==> src/rtl/cnn_pkg.sv <==
// rtl/cnn_pkg.sv - shared parameters and state type for the CNN operand sequencer
package cnn_pkg;

  localparam int DW      = 4;
  localparam int TAPS    = 3;
  localparam int OUTS    = 5;
  localparam int DRAIN   = 2;
  localparam int IMG_LEN = OUTS + TAPS - 1;
  localparam int BEATS   = TAPS + IMG_LEN;

  localparam int BEAT_W  = $clog2(BEATS);
  localparam int TAP_W   = (TAPS > 1) ? $clog2(TAPS) : 1;
  localparam int OUT_W   = 3;
  localparam int IMG_W   = $clog2(IMG_LEN);
  localparam int DRN_W   = (DRAIN > 1) ? $clog2(DRAIN) : 1;

  // Terminal values; counters stop here rather than wrapping.
  localparam logic [BEAT_W-1:0] BEAT_LAST = BEAT_W'(BEATS - 1);
  localparam logic [TAP_W-1:0]  TAP_LAST  = TAP_W'(TAPS - 1);
  localparam logic [OUT_W-1:0]  OUT_LAST  = OUT_W'(OUTS - 1);
  localparam logic [DRN_W-1:0]  DRN_LAST  = DRN_W'(DRAIN - 1);

  typedef enum logic [2:0] {
    ST_IDLE,
    ST_LOAD,
    ST_ISSUE,
    ST_READ,
    ST_DRAIN,
    ST_DONE
  } state_e;

endpackage

==> src/rtl/operand_buffer.sv <==
// rtl/operand_buffer.sv - register array holding TAPS weights followed by IMG_LEN image samples
//   clk, rst_n   clock, synchronous active-low clear of all entries
//   we_i         write strobe
//   widx_i       write address (beat number: weights first, then samples)
//   wdata_i      write data
//   img_idx_i    image sample index (0..IMG_LEN-1), combinational read to img_o
//   w_idx_i      weight index (0..TAPS-1), combinational read to w_o
module operand_buffer
  import cnn_pkg::*;
(
  input  logic              clk,
  input  logic              rst_n,
  input  logic              we_i,
  input  logic [BEAT_W-1:0] widx_i,
  input  logic [DW-1:0]     wdata_i,
  input  logic [IMG_W-1:0]  img_idx_i,
  input  logic [TAP_W-1:0]  w_idx_i,
  output logic [DW-1:0]     img_o,
  output logic [DW-1:0]     w_o
);

  logic [DW-1:0] mem_q [BEATS];

  always_ff @(posedge clk) begin
    if (!rst_n) begin
      for (int i = 0; i < BEATS; i++) mem_q[i] <= '0;
    end else if (we_i) begin
      mem_q[widx_i] <= wdata_i;
    end
  end

  // Samples live directly above the weights in the same array.
  assign img_o = mem_q[BEAT_W'(TAPS) + BEAT_W'(img_idx_i)];
  assign w_o   = mem_q[BEAT_W'(w_idx_i)];

endmodule

==> src/rtl/conv_operand_sequencer.sv <==
// rtl/conv_operand_sequencer.sv - loads weights/samples from a stream and replays them to the CNN datapath
//   clk, rst_n       clock, synchronous active-low reset
//   go               start a pass (only acted on in IDLE)
//   s_valid/s_ready  operand stream handshake, s_data is the beat payload
//   Start            write strobe with the Image/Filter operand pair
//   ReadEn           read strobe with out_idx naming the result
//   busy, done       pass in progress / one-cycle end-of-pass pulse
module conv_operand_sequencer
  import cnn_pkg::*;
(
  input  logic          clk,
  input  logic          rst_n,
  input  logic          go,
  input  logic          s_valid,
  output logic          s_ready,
  input  logic [DW-1:0] s_data,
  output logic          Start,
  output logic [DW-1:0] Image,
  output logic [DW-1:0] Filter,
  output logic          ReadEn,
  output logic [2:0]    out_idx,
  output logic          busy,
  output logic          done
);

  state_e            state_q, state_d;
  logic [BEAT_W-1:0] beat_q, beat_d;
  logic [TAP_W-1:0]  t_q, t_d;
  logic [OUT_W-1:0]  o_q, o_d;
  logic [OUT_W-1:0]  r_q, r_d;
  logic [DRN_W-1:0]  dc_q, dc_d;
  logic              we;
  logic [DW-1:0]     img_rd, w_rd;

  logic          start_q, readen_q, busy_q, done_q;
  logic [DW-1:0] image_q, filter_q;
  logic [2:0]    out_idx_q;

  assign s_ready = (state_q == ST_LOAD);

  always_comb begin
    state_d = state_q;
    beat_d  = beat_q;
    t_d     = t_q;
    o_d     = o_q;
    r_d     = r_q;
    dc_d    = dc_q;
    we      = 1'b0;
    case (state_q)
      ST_IDLE: begin
        if (go) begin
          state_d = ST_LOAD;
          beat_d  = '0;
        end
      end
      ST_LOAD: begin
        if (s_valid) begin
          we = 1'b1;
          if (beat_q == BEAT_LAST) begin
            state_d = ST_ISSUE;
            t_d     = '0;
            o_d     = '0;
          end else begin
            beat_d = beat_q + 1'b1;
          end
        end
      end
      ST_ISSUE: begin
        if (t_q == TAP_LAST) begin
          if (o_q == OUT_LAST) begin
            state_d = ST_READ;
            r_d     = '0;
          end else begin
            t_d = '0;
            o_d = o_q + 1'b1;
          end
        end else begin
          t_d = t_q + 1'b1;
        end
      end
      ST_READ: begin
        if (r_q == OUT_LAST) begin
          state_d = ST_DRAIN;
          dc_d    = '0;
        end else begin
          r_d = r_q + 1'b1;
        end
      end
      ST_DRAIN: begin
        if (dc_q == DRN_LAST) state_d = ST_DONE;
        else                  dc_d    = dc_q + 1'b1;
      end
      ST_DONE: state_d = ST_IDLE;
      default: state_d = ST_IDLE;
    endcase
  end

  // Buffer is read with the next-cycle counters so the registered
  // operands line up with the state they belong to.
  operand_buffer u_buf (
    .clk       (clk),
    .rst_n     (rst_n),
    .we_i      (we),
    .widx_i    (beat_q),
    .wdata_i   (s_data),
    .img_idx_i (IMG_W'(o_d) + IMG_W'(t_d)),
    .w_idx_i   (t_d),
    .img_o     (img_rd),
    .w_o       (w_rd)
  );

  always_ff @(posedge clk) begin
    if (!rst_n) begin
      state_q   <= ST_IDLE;
      beat_q    <= '0;
      t_q       <= '0;
      o_q       <= '0;
      r_q       <= '0;
      dc_q      <= '0;
      start_q   <= 1'b0;
      image_q   <= '0;
      filter_q  <= '0;
      readen_q  <= 1'b0;
      out_idx_q <= '0;
      busy_q    <= 1'b0;
      done_q    <= 1'b0;
    end else begin
      state_q   <= state_d;
      beat_q    <= beat_d;
      t_q       <= t_d;
      o_q       <= o_d;
      r_q       <= r_d;
      dc_q      <= dc_d;
      start_q   <= (state_d == ST_ISSUE);
      image_q   <= (state_d == ST_ISSUE) ? img_rd : '0;
      filter_q  <= (state_d == ST_ISSUE) ? w_rd : '0;
      readen_q  <= (state_d == ST_READ);
      out_idx_q <= (state_d == ST_READ) ? r_d : '0;
      busy_q    <= (state_d != ST_IDLE);
      done_q    <= (state_d == ST_DONE);
    end
  end

  assign Start   = start_q;
  assign Image   = image_q;
  assign Filter  = filter_q;
  assign ReadEn  = readen_q;
  assign out_idx = out_idx_q;
  assign busy    = busy_q;
  assign done    = done_q;

endmodule

==> config.mk <==
export PLATFORM = sky130hd
export DESIGN_NAME = conv_operand_sequencer
export DESIGN_NICKNAME = d
export VERILOG_FILES = /design/src/rtl/cnn_pkg.sv /design/src/rtl/operand_buffer.sv /design/src/rtl/conv_operand_sequencer.sv
export SDC_FILE = /design/constraint.sdc
export NUM_CORES = 1
export LEC_CHECK = 0
export CAP_MARGIN = 15
export CORE_UTILIZATION = 60
export CTS_CLUSTER_DIAMETER = 50
export DETAILED_ROUTE_END_ITERATION = 10
export GPL_TIMING_DRIVEN = 0
export PLACE_DENSITY = 0.92
export SETUP_SLACK_MARGIN = 0.5
export SLEW_MARGIN = 40
export SYNTH_ARGS = -nofsm -noshare
export SYNTH_HDL_FRONTEND = slang
export SYNTH_HIERARCHICAL = 1
export SYNTH_SLANG_ARGS = --single-unit
==> constraint.sdc <==
create_clock -name clk -period 4.6 [get_ports clk]
set_input_delay 0.46 -clock clk [delete_from_list [all_inputs] [get_ports clk]]
set_output_delay 0.46 -clock clk [all_outputs]
set_load 0.05 [all_outputs]
==> run_1/m1.png <==
Bar = 20 µm.
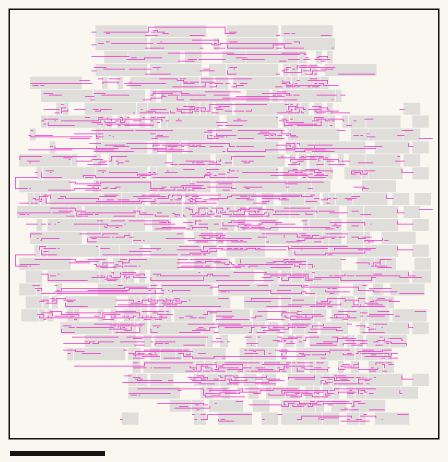
The longest straight run is 26.7 µm. 418 nets have wire on it.
met1 Track Usage GR: 32.3%
via count: 3396

==> run_1/m2.png <==
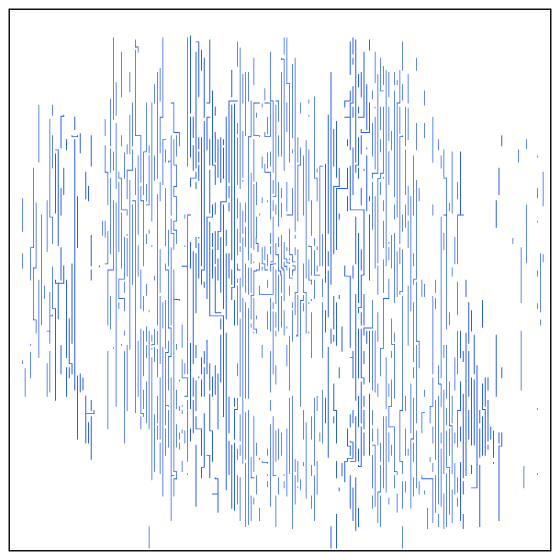
The wires run mostly vertical. The longest straight run is 41.8 µm. 394 nets have wire on it. The layer holds 49% of the routed length.

==> results.txt, run 1 <==
fresh numbers from the pnr run: status finished clean, CTS HTree Levels 3, Fillers about 480, row count 31, n_diodes 0, required time of the critical path around 4.8 ns, Clock Skews about 0.012 ns, area reported by Yosys stat ~4700 µm², Mapped Cells 397, vias per inst between 6 and 7, Die Wd ~90 µm, top area contributor share 41.2%, Final Hold Violation Tally 0, hold path start dc_q$_SDFFE_PN0P_, global-route wire length before repair around 16000 µm, Async SR Flop Fraction 0%, Clock Latency Late Sink roughly 0.37 ns, total negative slack 0 ns, CTS sink count around 95, leakage approximately 0.0020 µW, crit path cell chain buf_6 > or3b_1 > buf_6 > o21a_1 > a21o_4 > ha_1 > fa_1 > inv_1 > ha_1 > clkbuf_8 > mux2_2 > o221ai_1 > o21ai_1 > and4_1 > inv_1 > nor3_2, Data arrival, critical path approximately 4.3 ns, EDFF count, synth 64, Final GP Congestion 0.820, r2r startpoint state_q[1]$_SDFF_PN0_, Area growth syn-to-layout 14.2%, total die size 8130 µm², clk slew on worst S/H paths approximately 0.1 ns, Rel. slew slack between 50 and 60%, Synth Cell Area roughly 4700 µm², Slew @ Worst Pin about 0.64 ns, Total Nets Final about 450, met2 routed WL 5110 µm, Post-synth area hogs edfxtp_1 41%, dfxtp_1 13%, mux4_2 4.8%, Setup crit end kind register, met3 WL post-DR slightly above 800 µm, number of global-route vias before repair around 3300, IO Pins 24, CTS Buffer Depth 2, DP HPWL approximately 7000 µm, GR Layer Usage met2 between 40 and 50%, Seq/Total Area, Yosys between 50 and 60%, initial antenna violation count 0, setup slack after layout between 0.5 and 0.6 ns, drt wl/cell approximately 19 µm, Tcrit/Tclk final 87.3%, largest net degree at the start of global routing 17, CTS hold repair buffers 0, f_max ~250 MHz, CP peak stage delay about 0.52 ns
==> run_1/m3.png <==
Bar = 20 µm.
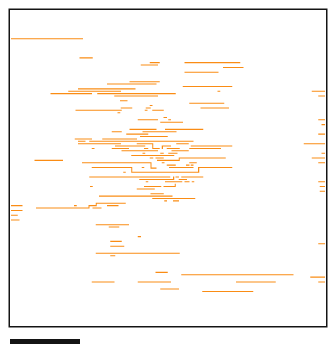
The wires run mostly horizontal. The longest straight run is 31.7 µm. The layer holds 7.9% of the routed length.
drt total wl: 10400 µm
met3 usage: 5.67%

[run 1: critical path, delay by kind of cell, from the launching register on]
kind,cells,cell delay (ns)
DFF,1,0.33
AOI/OAI and AO/OA,4,0.89
and+or+nand+nor,3,0.64
muxes,1,0.35
buffers and inverters,5,0.61
adders and majority gates,3,1.06
[run 1: path summary, 6_finish.rpt]
path / slack, ns / end / cells past startpoint
max: 0.58 / Image[2]$_SDFF_PN0_ / 16
min reg2reg: 0.54 / dc_q$_SDFFE_PN0P_ / 2
max reg2reg: 0.58 / Image[2]$_SDFF_PN0_ / 16
min: 0.54 / dc_q$_SDFFE_PN0P_ / 2
[run 1: placed cells by master (no fill, tap or decap), types with 3 or more instances in the layout]
cell type / Yosys / layout
o21ai_1: 5 / 6
mux2_2: 8 / 8
o21ai_0: 5 / 4
bufinv_16: 0 / 4
o31ai_1: 3 / 3
nor2b_1: 6 / 6
inv_1: 23 / 23
buf_6: 5 / 5
a21oi_1: 6 / 6
nand2_1: 45 / 45
mux4_2: 10 / 10
nand3b_1: 3 / 3
nor3b_1: 4 / 4
and2_1: 9 / 9
o221ai_1: 4 / 4
o22ai_1: 4 / 4
clkdlybuf4s50_1: 0 / 23
and4_1: 6 / 6
ha_1: 8 / 8
nor3_2: 8 / 8
clkbuf_8: 4 / 13
or4_1: 3 / 3
clkbuf_1: 4 / 4
a31oi_1: 3 / 3
nor2_1: 49 / 49
mux2i_1: 8 / 8
edfxtp_1: 64 / 64
a22oi_1: 4 / 4
dfxtp_1: 31 / 31
nand3_1: 15 / 15
and3_1: 3 / 3
nor3_1: 4 / 4
[run 1: area by class of cell]
| cell class | count | share of cell area (%) |
|---|---|---|
| Multi-Input combinational cell | 261 | 35.7 |
| Clock buffer | 9 | 2.33 |
| Inverter | 23 | 1.62 |
| Clock inverter | 7 | 2.70 |
| Timing Repair Buffer | 23 | 4.32 |
| Sequential cell | 95 | 47.8 |
| Buffer | 18 | 3.22 |
| Tap cell | 99 | 2.33 |
[run 1: stage by stage]
stage          cells  total power [µW]  area, µm²  hold WS, ns
6_report         535              1740       5320        0.540
5_1_grt          535              1790       5320        0.577
4_1_cts          535              1740       5290        0.539
3_5_place_dp     519              1040       5020        0.525
3_3_place_gp     519              1040       5020        0.518
2_1_floorplan    397              1010       4660        0.489
[run 1: power by group]
group	switching [µW]	internal, µW
logic	56.8	37.9
registers	10.4	922
clock network	298	417
[run 1: cell families (layout without fill, tap and decap cells)]
logic type               Yosys count  after routing  share of synthesized area (%)
AND-OR/OR-AND                     49             49                           7.19
multiplexers                      28             28                           9.61
flip-flops                        95             95                           54.5
adder cells (fa/ha/maj)            9              9                           2.58
AND/OR/NAND/NOR                  172            172                           20.0
XOR/XNOR                           3              3                          0.564
buffers and inverters             41             80                           5.53
[run 1: registers in the layout (all words and copies together) (netlist names)]
name / cells
r_q: 3
t_q: 2
ReadEn: 1
Image: 4
beat_q: 4
Start: 1
state_q: 3
out_idx: 3
done: 1
Filter: 4
busy: 1
o_q: 3
u_buf/mem_q: 64
dc_q: 1
[run 1: repair_timing]
item | CTS | global route
endpoints found under the hold margin | 0 | 0
setup endpoints to repair | 0 | 4
resized | 0 | 7
==> run_1/clock_nets.png <==
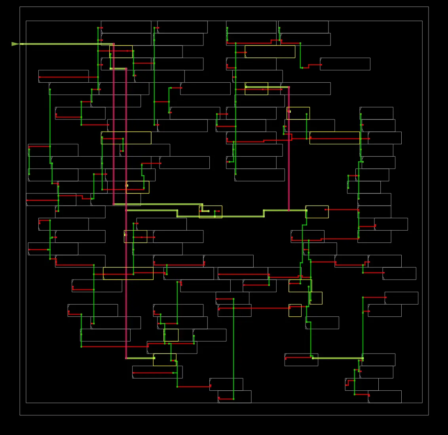

--- run 2 (diff from run 1) ---
--- a/config.mk
+++ b/config.mk
@@ -6,11 +6,11 @@
 export NUM_CORES = 1
 export LEC_CHECK = 0
 export CAP_MARGIN = 15
-export CORE_UTILIZATION = 60
+export CORE_UTILIZATION = 61
 export CTS_CLUSTER_DIAMETER = 50
 export DETAILED_ROUTE_END_ITERATION = 10
 export GPL_TIMING_DRIVEN = 0
-export PLACE_DENSITY = 0.92
+export PLACE_DENSITY = 0.93
 export SETUP_SLACK_MARGIN = 0.5
 export SLEW_MARGIN = 40
 export SYNTH_ARGS = -nofsm -noshare
==> constraint.sdc (replaced) <==
create_clock -name clk -period 5.1 [get_ports clk]
set_input_delay 0.51 -clock clk [delete_from_list [all_inputs] [get_ports clk]]
set_output_delay 0.51 -clock clk [all_outputs]
set_load 0.05 [all_outputs]
==> run_2/clock_nets.png <==
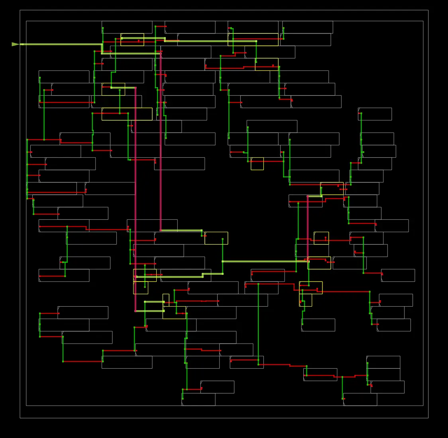
Clock Skews: 0.0112 ns
Num CTS Buffers: 9
CLK BUF: 9
CTS sink count: 95

==> run 2 against run 1 <==
Sequential share of layout area grew 0.79 points. Register-to-register slack gained 0.40 ns. Clock skew shrank 0.00074 ns. Sequential power shrank 9.9%. Critical path type is now input pin to register. Via count shrank 3.4%. Area after synthesis is the same. Worst setup slack gained 0.28 ns. First-iteration DRC count grew 3.8%. Count of clock-buffer cells in the layout is the same. Worst hold slack is essentially flat. Power shrank 16%.
==> results.txt, run 2 <==
fresh numbers from the pnr run: Top reg by flops u_buf/mem_q, Total Nets Final 448 (unchanged), setup violators final 0, drt total wl 9750 µm (-5.9%), largest net degree at the start of global routing 17 (unchanged), post-cts resize count 0 (unchanged), CTS Buffer Depth 2 (unchanged), n_diodes 0 (unchanged), row count 31 (unchanged), area reported by Yosys stat 4660 µm² (unchanged), Data arrival, critical path 4.47 ns (+0.21 ns), Mapped Cells 397 (unchanged), Final GP Congestion 0.835 (+1.8%), CTS tree yes, DP HPWL 7000 µm (+0.27%), flop-to-flop setup slack 0.98 ns (+0.40 ns), Tcrit/Tclk final roughly 83%, Seq/Total Area, Yosys 54.5% (unchanged), drt wl/cell 18.2 µm (-5.9%), status finished clean, Fillers 473 (-1.7%), Clock Latency Late Sink 0.36 ns (about the same), Die Wd 89.4 µm (-0.80%), reg2reg path depth 14 (-2), crit path from s_valid, CTS HTree Levels 3 (unchanged), Setup crit end kind register, global-route wire length before repair 15300 µm (-6.7%), total negative slack 0 ns (unchanged), Rel. slew slack 48.3% (-9.1 points), EDFF count, synth 64 (unchanged), IO Pins 24 (unchanged), hold_ws 0.540 ns (+0.0000730 ns), worst hold path class register to register, Largest register FFs 64 (unchanged), Synth Cell Area 4660 µm² (unchanged), Async SR Flop Fraction 0% (unchanged), Overflow after GRT 0, Commonest Layout Cell edfxtp_1, Slew @ Worst Pin 0.764 ns (+0.128 ns), required time of the critical path 5.33 ns (+0.49 ns), Synth cell types 63, Critical Path Sink Image[0]$_SDFF_PN0_, leading area contributor after synthesis edfxtp_1, unrepaired setup endpoints after global routing false, CTS hold repair buffers 0 (unchanged), vias per inst 6.13 (-3.4%), crit path cell chain clkdlybuf4s50_1 > nand4bb_1 > o21a_1 > a21o_1 > ha_1 > fa_1 > inv_1 > ha_1 > clkbuf_8 > nor4b_1 > nand3_1 > and4_1 > inv_1 > nor3_2, Post-synth area hogs edfxtp_1 41%, dfxtp_1 13%, mux4_2 4.8%, CP peak stage delay 0.65 ns (+0.13 ns), number of global-route vias before repair 3090 (-6.9%), Final Hold Violation Tally 0 (unchanged), total die size 8000 µm² (-1.6%), RR Endpoint Image[0]$_SDFF_PN0_, initial antenna violation count 0 (unchanged), top area contributor share 41.2% (unchanged), clk slew on worst S/H paths 0.10 ns (about the same), Area growth syn-to-layout 12.3%, f_max about 240 MHz, Top Layout Cells 64 x edfxtp_1, 49 x nor2_1, 45 x nand2_1, leakage 0.00194 µW (-1.1%), r2r startpoint state_q[2]$_SDFF_PN0_, Mapped Nets 414, Port Buf Inserts 23, via count 3281 (-3.4%)
## run 2: cell counts after synthesis
Identical to the previous run, type by type.
## run 2: cell families after synthesis
family	count (synthesis)	synth area share [%]
compound gates	49	7.19
xor+xnor	3	0.564
fa+ha+maj	9	2.58
buf+inv	41	5.53
flops	95	54.5
mux	28	9.61
simple gates	172	20.0
## run 2: worst min path at each step
stage	start	to	slack, ns	cells past startpoint
finish	dc_q$_SDFFE_PN0P_	dc_q$_SDFFE_PN0P_	0.54	2
global route	beat_q[1]$_SDFFE_PN0P_	beat_q[1]$_SDFFE_PN0P_	0.57	2
CTS	dc_q$_SDFFE_PN0P_	dc_q$_SDFFE_PN0P_	0.54	2
detailed placement	dc_q$_SDFFE_PN0P_	dc_q$_SDFFE_PN0P_	0.53	2
global placement	dc_q$_SDFFE_PN0P_	dc_q$_SDFFE_PN0P_	0.51	2
floorplan	dc_q$_SDFFE_PN0P_	dc_q$_SDFFE_PN0P_	0.49	2
## run 2: routing by layer
| layer | global-route usage, % | vias to the layer above | part of all wire (%) |
|---|---|---|---|
| met4 | 12.7 | 0 | 2.7 |
| met1 | 33.8 | 1552 | 40 |
| li1 | - | 1520 | - |
| met2 | 44.3 | 184 | 49 |
| met3 | 7.20 | 25 | 7.9 |
| met5 | 0 | - | 0 |
## run 2: critical path, delay by kind of cell
family          cells  cell delay, ns
fa+ha+maj           3            1.09
simple gates        5            1.37
compound gates      2            0.61
buf+inv             4            0.88
## run 2: stage by stage
stage	std cells	total power [µW]	area, µm²	setup WS (ns)
after floorplan	397	911	4660	1.59
after global placement	519	935	5020	0.707
after detailed placement	519	939	5020	0.584
after CTS	535	1470	5240	0.936
after global routing	535	1500	5240	0.718
final	535	1460	5240	0.862
## run 2: layout make-up
class	count	area (µm²)	area share, %
clock buffer	9	124	2.37
clock inverter	7	96.3	1.84
timing repair buffer	23	230	4.40
tap	99	124	2.37
sequential	95	2540	48.5
multi-input combinational	261	1860	35.6
inverter	23	86.3	1.65
buffer	18	171	3.27
## run 2: where the power goes
| group | total, µW | switching (µW) | internal, µW | leakage, µW |
|---|---|---|---|---|
| Combinational | 83.9 | 50.3 | 33.6 | 0.000963 |
| Sequential | 840 | 8.36 | 831 | 0.000874 |
| Clock | 540 | 263 | 277 | 0.000103 |
==> run_2/m2.png <==
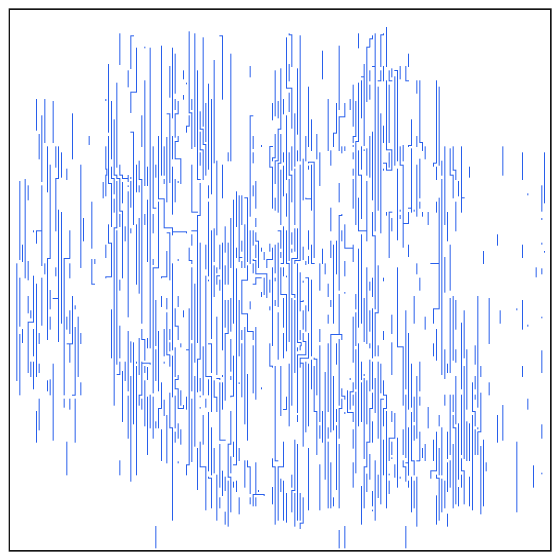

--- run 3 (diff from run 2) ---
--- a/config.mk
+++ b/config.mk
@@ -6,11 +6,11 @@
 export NUM_CORES = 1
 export LEC_CHECK = 0
 export CAP_MARGIN = 15
-export CORE_UTILIZATION = 61
+export CORE_UTILIZATION = 60
 export CTS_CLUSTER_DIAMETER = 50
 export DETAILED_ROUTE_END_ITERATION = 10
 export GPL_TIMING_DRIVEN = 0
-export PLACE_DENSITY = 0.93
+export PLACE_DENSITY = 0.92
 export SETUP_SLACK_MARGIN = 0.5
 export SLEW_MARGIN = 40
 export SYNTH_ARGS = -nofsm -noshare
==> constraint.sdc (replaced) <==
create_clock -name clk -period 4.3 [get_ports clk]
set_input_delay 0.43 -clock clk [delete_from_list [all_inputs] [get_ports clk]]
set_output_delay 0.43 -clock clk [all_outputs]
set_load 0.05 [all_outputs]
==> run_3/m2.png <==
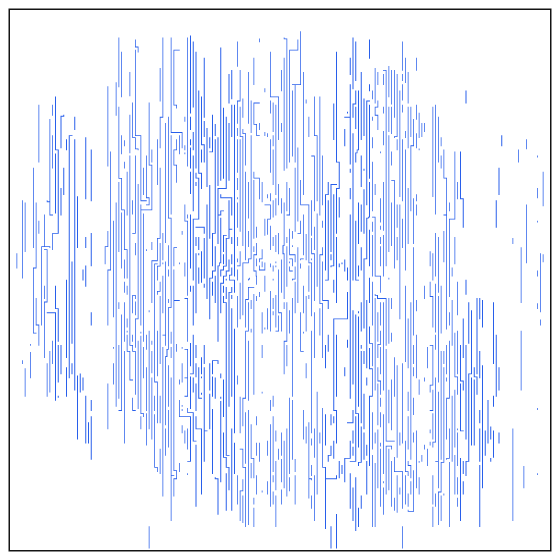
The longest straight run is 41.8 µm. The wires run mostly vertical. 408 nets have wire on it. The layer carries 5430 µm of wire. The layer holds 49% of the routed length.
drt total wl: 11000 µm
via count: 3505
GR Layer Usage met2: 46.2%

==> run 3 against run 2 <==
Area after synthesis unchanged. Wire length is 13% higher. Via count grew 6.8%. Critical path depth increased by 2. Register-to-register slack worse by 0.42 ns. Non-clock buffer count increased by 9. Sequential power grew 19%. First-iteration DRC count up 22%. Worst setup slack worse by 0.30 ns. Combinational power rose by about 20%.
==> results.txt, run 3 <==
fresh numbers from the pnr run: Top Layout Cells 64 x edfxtp_1, 49 x nor2_1, 45 x nand2_1, vias per inst 6.44 (+5.1%), status finished clean, largest net degree at the start of global routing 17 (unchanged), setup slack after layout 0.563 ns (-0.299 ns), Design Area, Final 5480 µm² (+4.6%), clk slew on worst S/H paths 0.09 ns (about the same), row count 31 (unchanged), Fillers 438 (-7.4%), global-route wire length before repair 17200 µm (+12%), required time of the critical path 4.55 ns (-0.78 ns), CP peak stage delay 0.58 ns (-0.07 ns), Synth Cell Area 4660 µm² (unchanged), Mapped Cells 397 (unchanged), n_diodes 0 (unchanged), Clock Latency Late Sink 0.38 ns (+0.02 ns), EDFF count, synth 64 (unchanged), CTS sink count 95 (unchanged), Post-synth area hogs edfxtp_1 41%, dfxtp_1 13%, mux4_2 4.8%, setup violators final 0 (unchanged), IO Pins 24 (unchanged), leading area contributor after synthesis edfxtp_1, crit path cell chain buf_6 > or3b_4 > buf_6 > o21a_4 > a21o_4 > ha_2 > fa_1 > inv_2 > ha_4 > clkbuf_8 > mux2_2 > o221ai_2 > o21ai_2 > and4_1 > inv_1 > nor3_2, top area contributor share 41.2% (unchanged), post-place setup slack -0.0545 ns (-0.639 ns), hold_ws 0.518 ns (-0.0215 ns), Data arrival, critical path 3.99 ns (-0.48 ns), total die size 8130 µm² (+1.6%), Die Wd 90.2 µm (+0.81%), Seq/Total Area, Yosys 54.5% (unchanged), unrepaired setup endpoints after global routing true, Tcrit/Tclk final between 80 and 90%, cell area power density 341 nW/µm², Top reg by flops u_buf/mem_q, Area growth syn-to-layout 17.4%, Setup crit end kind register, Port Buf Inserts 23 (unchanged), f_max roughly 270 MHz, CTS root buffer clkbuf_8, Worst Path Buf+Inv 5 (+1), Overflow after GRT 0 (unchanged), number of global-route vias before repair 3334 (+7.9%), Slew @ Worst Pin 0.847 ns (+0.0826 ns), Num CTS Buffers 9 (unchanged), Commonest Layout Cell edfxtp_1, drt wl/cell 20.3 µm (+11%), Async SR Flop Fraction 0% (unchanged), Worst path top cell family by delay adder cells, CTS Buffer Depth 2 (unchanged), placement-stage cell area 5020 µm² (unchanged), Synth cell types 63 (unchanged), CTS tree yes, number of DRC markers in iteration 0 approximately 440, area reported by Yosys stat 4660 µm² (unchanged), initial antenna violation count 0 (unchanged), Final Hold Violation Tally 0 (unchanged), average size of a mapped cell about 12 µm², Rel. slew slack 43.2% (-5.2 points), Final GP Congestion 0.820 (-1.7%), Mapped Nets 414 (unchanged), Clock Skews 0.0136 ns (+0.00237 ns), Max Slew Vio Count 0, CTS HTree Levels 3 (unchanged), Largest register FFs 64 (unchanged), leakage 0.00203 µW (+4.7%)
## run 3: cell count changes in the layout (fill, tap and decap cells not counted), sizes merged
cell    change
bufinv      +2
clkbuf      +1
buf         +8
clkinv      -2
## run 3: kinds of logic after synthesis
group	share of synthesized area, %
XOR/XNOR	0.564
AND/OR/NAND/NOR	20.0
buffers and inverters	5.53
multiplexers	9.61
flip-flops	54.5
adder cells (fa/ha/maj)	2.58
AND-OR/OR-AND	7.19
## run 3: per-stage QoR
stage                     total power (µW)  cells  TNS, ns
after floorplan                       1080    397        0
after global placement                1110    519        0
after detailed placement              1110    519  -0.0777
after CTS                             1860    538        0
after global routing                  1920    544        0
final                                 1870    544        0
## run 3: path summary, 6_finish.rpt
path                          startpoint                     end  slack [ns]  cells after the start
setup / recovery   state_q[1]$_SDFF_PN0_     Image[0]$_SDFF_PN0_        0.56                     16
hold / removal    beat_q[0]$_SDFFE_PN0P_  beat_q[0]$_SDFFE_PN0P_        0.52                      2
setup reg to reg   state_q[1]$_SDFF_PN0_     Image[0]$_SDFF_PN0_        0.56                     16
hold reg to reg   beat_q[0]$_SDFFE_PN0P_  beat_q[0]$_SDFFE_PN0P_        0.52                      2
## run 3: cell type report
type                    instances  area [µm²]  area share [%]
well taps                      99         124            2.26
multi-input cells             261        1980            36.2
clock inverters                 7         144            2.63
inverters                      23        86.3            1.58
repair buffers                 32         298            5.44
flip-flops and latches         95        2540            46.5
plain buffers                  18         171            3.13
clock buffers                   9         124            2.26
## run 3: worst register-to-register path, stage by stage, from the launching register on
cell      delay (ns)
dfxtp_2         0.33
buf_6           0.12
or3b_4          0.38
buf_6           0.15
o21a_4          0.13
a21o_4          0.20
ha_2            0.19
fa_1            0.58
inv_2           0.07
ha_4            0.29
clkbuf_8        0.15
mux2_2          0.38
o221ai_2        0.21
o21ai_2         0.11
and4_1          0.22
inv_1           0.07
nor3_2          0.04
## run 3: per-layer routing
metal / global-route usage, % / vias up / part of all wire (%)
met5: 0 / - / 0.24
li1: - / 1531 / -
met3: 5.16 / 65 / 8.5
met4: 14.4 / 2 / 5.0
met1: 35.4 / 1670 / 37
met2: 46.2 / 237 / 49
## run 3: timing repair
| action | in CTS | in global routing |
|---|---|---|
| gates resized | 9 | 15 |
| pin swaps | 2 | 4 |
| gates cloned | 1 | 0 |
| buffers inserted | 2 | 6 |
| endpoints found under the setup margin | 4 | 4 |
## run 3: report_power, final
part           total, µW  internal (µW)  switching, µW  leakage [µW]
combinational        103           41.0           62.2       0.00103
sequential           997            986           11.0      0.000875
clock                769            447            322      0.000126
total               1870           1470            395       0.00203
Power is estimated from default activity; no workload was simulated.
